===== src/rtl/position_update_sequencer.sv =====
// Address sequencer for the double-buffered position memory: clears the destination bank,
// streams the source bank to the update pipeline, drains, then reports done to the phase controller.
module position_update_sequencer #(
  parameter int DBSIZE   = 256,
  parameter int ADDR_W   = 32,
  parameter int RD_LAT   = 3,
  parameter int CLEAR_EN = 1
) (
  input  logic              clk,
  input  logic              rst,
  input  logic              ready,
  input  logic              double_buffer,
  input  logic              rd_ready,
  input  logic              clr_stall,
  output logic [ADDR_W-1:0] rd_addr,
  output logic              rd_valid,
  output logic [ADDR_W-1:0] clr_addr,
  output logic              clr_we,
  output logic [ADDR_W-1:0] dst_base,
  output logic              busy,
  output logic              done
);

  localparam int OFF_W      = $clog2(DBSIZE);
  localparam int CNT_W      = (RD_LAT > 1) ? $clog2(RD_LAT) : 1;
  localparam int DRAIN_INIT = (RD_LAT > 0) ? RD_LAT - 1 : 0;

  localparam logic [OFF_W-1:0]  OFF_LAST   = OFF_W'(DBSIZE - 1);
  localparam logic [ADDR_W-1:0] BANK_SIZE  = ADDR_W'(DBSIZE);
  localparam logic [CNT_W-1:0]  DRAIN_LOAD = CNT_W'(DRAIN_INIT);

  typedef enum logic [2:0] {
    S_IDLE,
    S_CLEAR,
    S_STREAM,
    S_DRAIN,
    S_DONE
  } state_t;

  state_t state, state_nxt;

  logic [OFF_W-1:0]  off, off_nxt, off_inc;
  logic [CNT_W-1:0]  drain_cnt, drain_cnt_nxt;
  logic              bank, bank_nxt;
  logic [ADDR_W-1:0] src_base;
  logic [ADDR_W-1:0] rd_addr_nxt, clr_addr_nxt, dst_base_nxt;
  logic              rd_valid_nxt, clr_we_nxt, busy_nxt, done_nxt;
  logic              clr_fire, rd_fire, off_last;

  assign src_base = bank ? BANK_SIZE : '0;
  assign off_inc  = off + 1'b1;
  assign off_last = (off == OFF_LAST);
  // A clear write counts only if the memory port was free while clr_we was presented.
  assign clr_fire = clr_we & ~clr_stall;
  assign rd_fire  = rd_valid & rd_ready;

  always_ff @(posedge clk or posedge rst) begin
    if (rst) begin
      state <= S_IDLE;
    end else begin
      state <= state_nxt;
    end
  end

  always_comb begin
    state_nxt = state;
    if (!ready) begin
      state_nxt = S_IDLE;
    end else begin
      case (state)
        S_IDLE:   state_nxt = (CLEAR_EN != 0) ? S_CLEAR : S_STREAM;
        S_CLEAR:  if (clr_fire && off_last) state_nxt = S_STREAM;
        S_STREAM: if (rd_fire && off_last) state_nxt = (RD_LAT == 0) ? S_DONE : S_DRAIN;
        S_DRAIN:  if (drain_cnt == '0) state_nxt = S_DONE;
        default:  state_nxt = state;
      endcase
    end
  end

  // Next values of every registered output; strobes default low so an abort clears them.
  always_comb begin
    off_nxt       = off;
    drain_cnt_nxt = drain_cnt;
    bank_nxt      = bank;
    dst_base_nxt  = dst_base;
    rd_addr_nxt   = rd_addr;
    clr_addr_nxt  = clr_addr;
    rd_valid_nxt  = 1'b0;
    clr_we_nxt    = 1'b0;
    busy_nxt      = (state_nxt == S_CLEAR) || (state_nxt == S_STREAM) || (state_nxt == S_DRAIN);
    done_nxt      = (state_nxt == S_DONE);
    if (ready) begin
      case (state)
        S_IDLE: begin
          bank_nxt     = double_buffer;
          dst_base_nxt = double_buffer ? '0 : BANK_SIZE;
          off_nxt      = '0;
        end
        S_CLEAR: begin
          if (clr_stall) begin
            clr_we_nxt = 1'b0;
          end else if (clr_we) begin
            if (off_last) begin
              off_nxt      = '0;
              rd_valid_nxt = 1'b1;
              rd_addr_nxt  = src_base;
            end else begin
              off_nxt      = off_inc;
              clr_we_nxt   = 1'b1;
              clr_addr_nxt = dst_base + ADDR_W'(off_inc);
            end
          end else begin
            // Entry or post-stall bubble: (re)issue the current offset.
            clr_we_nxt   = 1'b1;
            clr_addr_nxt = dst_base + ADDR_W'(off);
          end
        end
        S_STREAM: begin
          if (rd_fire) begin
            if (off_last) begin
              drain_cnt_nxt = DRAIN_LOAD;
            end else begin
              off_nxt      = off_inc;
              rd_valid_nxt = 1'b1;
              rd_addr_nxt  = src_base + ADDR_W'(off_inc);
            end
          end else begin
            rd_valid_nxt = 1'b1;
            rd_addr_nxt  = src_base + ADDR_W'(off);
          end
        end
        S_DRAIN: begin
          if (drain_cnt != '0) drain_cnt_nxt = drain_cnt - 1'b1;
        end
        default: begin
        end
      endcase
    end
  end

  always_ff @(posedge clk or posedge rst) begin
    if (rst) begin
      off       <= '0;
      drain_cnt <= '0;
      bank      <= 1'b0;
      dst_base  <= '0;
      rd_addr   <= '0;
      clr_addr  <= '0;
      rd_valid  <= 1'b0;
      clr_we    <= 1'b0;
      busy      <= 1'b0;
      done      <= 1'b0;
    end else begin
      off       <= off_nxt;
      drain_cnt <= drain_cnt_nxt;
      bank      <= bank_nxt;
      dst_base  <= dst_base_nxt;
      rd_addr   <= rd_addr_nxt;
      clr_addr  <= clr_addr_nxt;
      rd_valid  <= rd_valid_nxt;
      clr_we    <= clr_we_nxt;
      busy      <= busy_nxt;
      done      <= done_nxt;
    end
  end

endmodule


===== config.mk =====
export PLATFORM = sky130hd
export DESIGN_NAME = position_update_sequencer
export DESIGN_NICKNAME = d
export VERILOG_FILES = /design/src/rtl/position_update_sequencer.sv
export SDC_FILE = /design/constraint.sdc
export NUM_CORES = 1
export LEC_CHECK = 0
export CAP_MARGIN = 10
export CORE_UTILIZATION = 30
export DETAILED_ROUTE_END_ITERATION = 12
export GPL_ROUTABILITY_DRIVEN = 0
export PLACE_DENSITY = 0.68
export SYNTH_ARGS = -nofsm -noshare
export SYNTH_HDL_FRONTEND = slang
export SYNTH_SLANG_ARGS = --single-unit

===== constraint.sdc =====
create_clock -name clk -period 2.9 [get_ports clk]
set_input_delay 0.58 -clock clk [delete_from_list [all_inputs] [get_ports clk]]
set_output_delay 0.58 -clock clk [all_outputs]
set_load 0.05 [all_outputs]

==> results.toml <==
# yosys + openroad results
[run_status]
status = "finished, final reports clean"

[hold_path]
min_from = "clr_addr[2]"
hp-class = "register to register"
min_path_cells = 1
min_to = "clr_addr[2]"

[worst_setup_path]
r2r-start = "state[1]"
rrSetupSlack_ns = 0.44
critPathSlowestCell = "dfrtp_1"
max_stage_delay_ns = 0.64
critPathLaunch = "state[1]"
endpoint = "rd_addr[5]"
cp_max_fo = 17
path_class = "register to register"
timing.rr.end = "rd_addr[5]"
path_cells = "or3b_2, a31oi_1, o21a_1, mux2_2"
critical_path.endpoint_type = "register"
rr_worst_depth = 4
critPathRequiredTime_ns = 3.07
critical_path_arrival_ns = 2.63
critPathLaunchType = "register"

[die]
tap_cells = 105
die_h_um = 95.66
fp.dieW_um = 95.66
io-pin-count = 106
std_cell_rows = 33
chipArea_um2 = 9150
initCoreUtil = 0.3155
core_area_um2 = 8341

[synthesis]
yosysUniqueCellTypes = 47
yosysCellCount = 280
synthCells = 280
most_common_cell = "buf_4"
synth.top_cell.area_share = 0.3519
yosysWarnings = 0
synth_top_flop_cell = "dfrtp_1"
syn_area_per_cell_um2 = 9.397
async_flop_share = 1.000
ys_area_um2 = 2631
ys.flops = 37
edf_count = 0
netlist_area_um2 = 2631
area_leaders = "dfrtp_1, buf_4, mux2_2"
yosys-top-cells-count = "buf_4, dfrtp_1, mux2_2"
synth_top_cell_by_area = "dfrtp_1"
ys_seq_frac = 0.3519

[routing]
dr.pass1.iters = 4
drt_iter0_markers = 117
routedWlPerCell_um = 11.32
drc = 0
wirelength_um = 4631
vias_per_cell = 4.364
vias = 1785
postRouteAntennaNets = 0

[clock_network]
cts.sinks = 37
cts_tree = "done"
cts_resized = 0
cts-root-buf = "clkbuf_8"
clkLatencyLatePin_ns = 0.29
cts_buffer_depth = 2
cts_setup_buffers = 0
path_clk_slew_ns = 0.07
ctsHoldBuffers = 0
cts_made_buffers = 5
htreeDepth = 2

[global_routing]
antenna_found_initial = 0
grt_overflow = 0
grt_pass1_vias = 1617
grt_use_total = 0.1117
grt_pass1_wl_um = 7900
grt_max_degree = 38

[cells_and_area]
clock_cell_area_share = 0.02957
seq_cells = 37
nets = 311
drive_above_1_share = 0.1086
clock_buffers = 6
area.growth.synth_to_final_pct = 6.134
largest_class = "combinational gates"
buffer_area_frac = 0.1111
sh_seq_area = 0.3315
nNonClkInverters = 10
n_all_buffers = 32
sh_comb_area = 0.4673
area.sequential_um2 = 925.9
diodes = 0
logic_area_um2 = 1305
logic_gate_count = 217
design_area_um2 = 2793

[sta]
fin_setup_tns_ns = 0
fin_crit_ns = 2.461
skew_ns = 0.007698
worstMarginPinSlew_ns = 0.6792
worst_hold_slack_ns = 0.5052
relSlewSlack = 0.5472
setup_slack_ns = 0.4388
final_max_slew_viol_count = 0
clock.fmax_mhz = 406.3
finalSetupViolCount = 0
post-route-period-util = 0.8487
rsz0062_at_grt = "false"
final-hold-violation-count = 0

[flow_run]
drv_cap = 0
warnings = 26

[place]
port-buffer-count = 28
hpwlAfterDp_um = 3394
pre_cts_ws_ns = 0.2963
dp_cells = 401
dpl-instance-area_um2 = 2710

[pwr]
total_leakage_power_nw = 1.244
p_total_w = 0.001223
power_density_nw_per_um2 = 438.0
ir_drop_uv = 272.4
[state kept, by name, indices dropped and copies added (netlist names)]
signal     flops
clr_we         1
state          3
drain_cnt      2
dst_base       1
busy           1
done           1
off            8
bank           1
rd_valid       1
clr_addr       9
rd_addr        9
[critical path: cells and delay by family (launching register included)]
kind	cells	cell delay (ns)
AND-OR/OR-AND	2	0.69
multiplexers	1	0.39
flip-flops	1	0.64
AND/OR/NAND/NOR	1	0.62
[metal layers]
metal  wire length (µm)  track usage
met1               2206       0.1510
met2               2040       0.1685
met3                324      0.02871
met4                 61      0.04602
met5                  0            0
[logic make-up (layout without fill, tap and decap cells)]
family	count (synthesis)	after routing	synth area share
AND-OR/OR-AND	42	42	0.1170
XOR/XNOR	10	10	0.03329
adder cells (fa/ha/maj)	2	2	0.009509
buffers and inverters	102	50	0.2606
flip-flops	37	37	0.3519
multiplexers	23	23	0.09653
other	1	77	0.001425
AND/OR/NAND/NOR	63	63	0.1298
[where the power goes]
part	leakage, nW	switching, W	total [W]	internal (W)
registers	0.499	0.0000142	0.000544	0.000529
clock network	0.0450	0.000180	0.000347	0.000166
logic	0.700	0.000290	0.000333	0.0000433
[cell usage in the layout (no fill, tap or decap), types with 4 or more instances in the layout]
master / instances
mux2_2: 19
o21ai_0: 7
a21oi_1: 10
xnor2_1: 7
nor2_1: 14
inv_1: 10
clkbuf_8: 5
a31oi_1: 6
nor3_1: 6
buf_4: 4
clkdlybuf4s50_1: 28
nand2_1: 9
o31ai_1: 4
dfrtp_1: 37
nand3_1: 11
conb_1: 77
mux2i_1: 4
==> images/port_nets.png <==
The bar under the picture is 20 µm long.
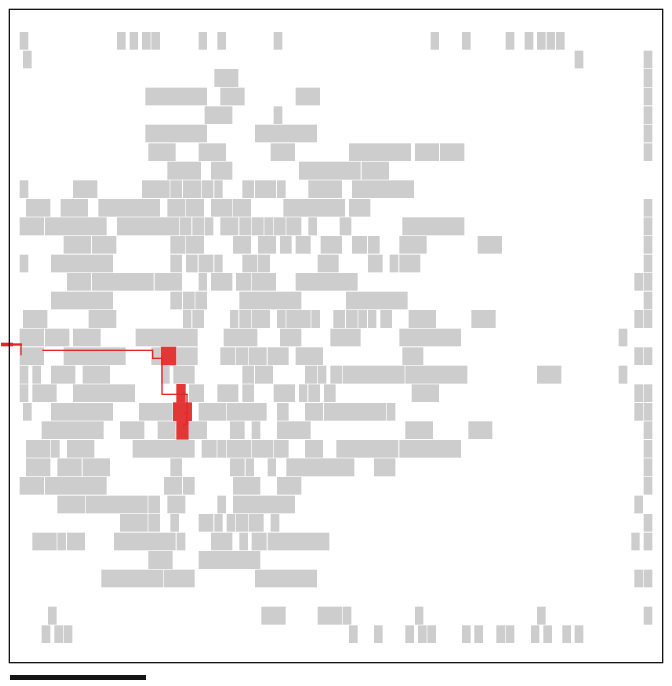
red -> rd_ready  # bits 1, direction input, edge left, end cells 4, wire 36.5 µm

==> images/final_placement.png <==
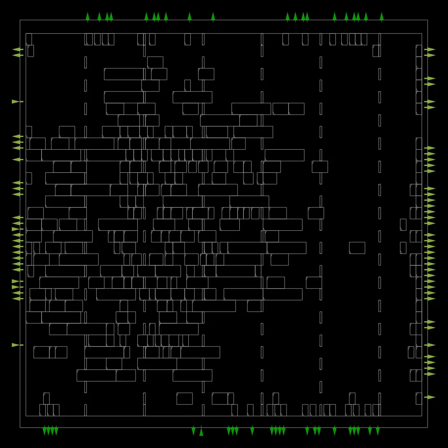
final core utilization: 0.3348
FILL cells: 860
fin cells: 409

Power figures rest on the tool's default switching activity, not on a simulated workload.
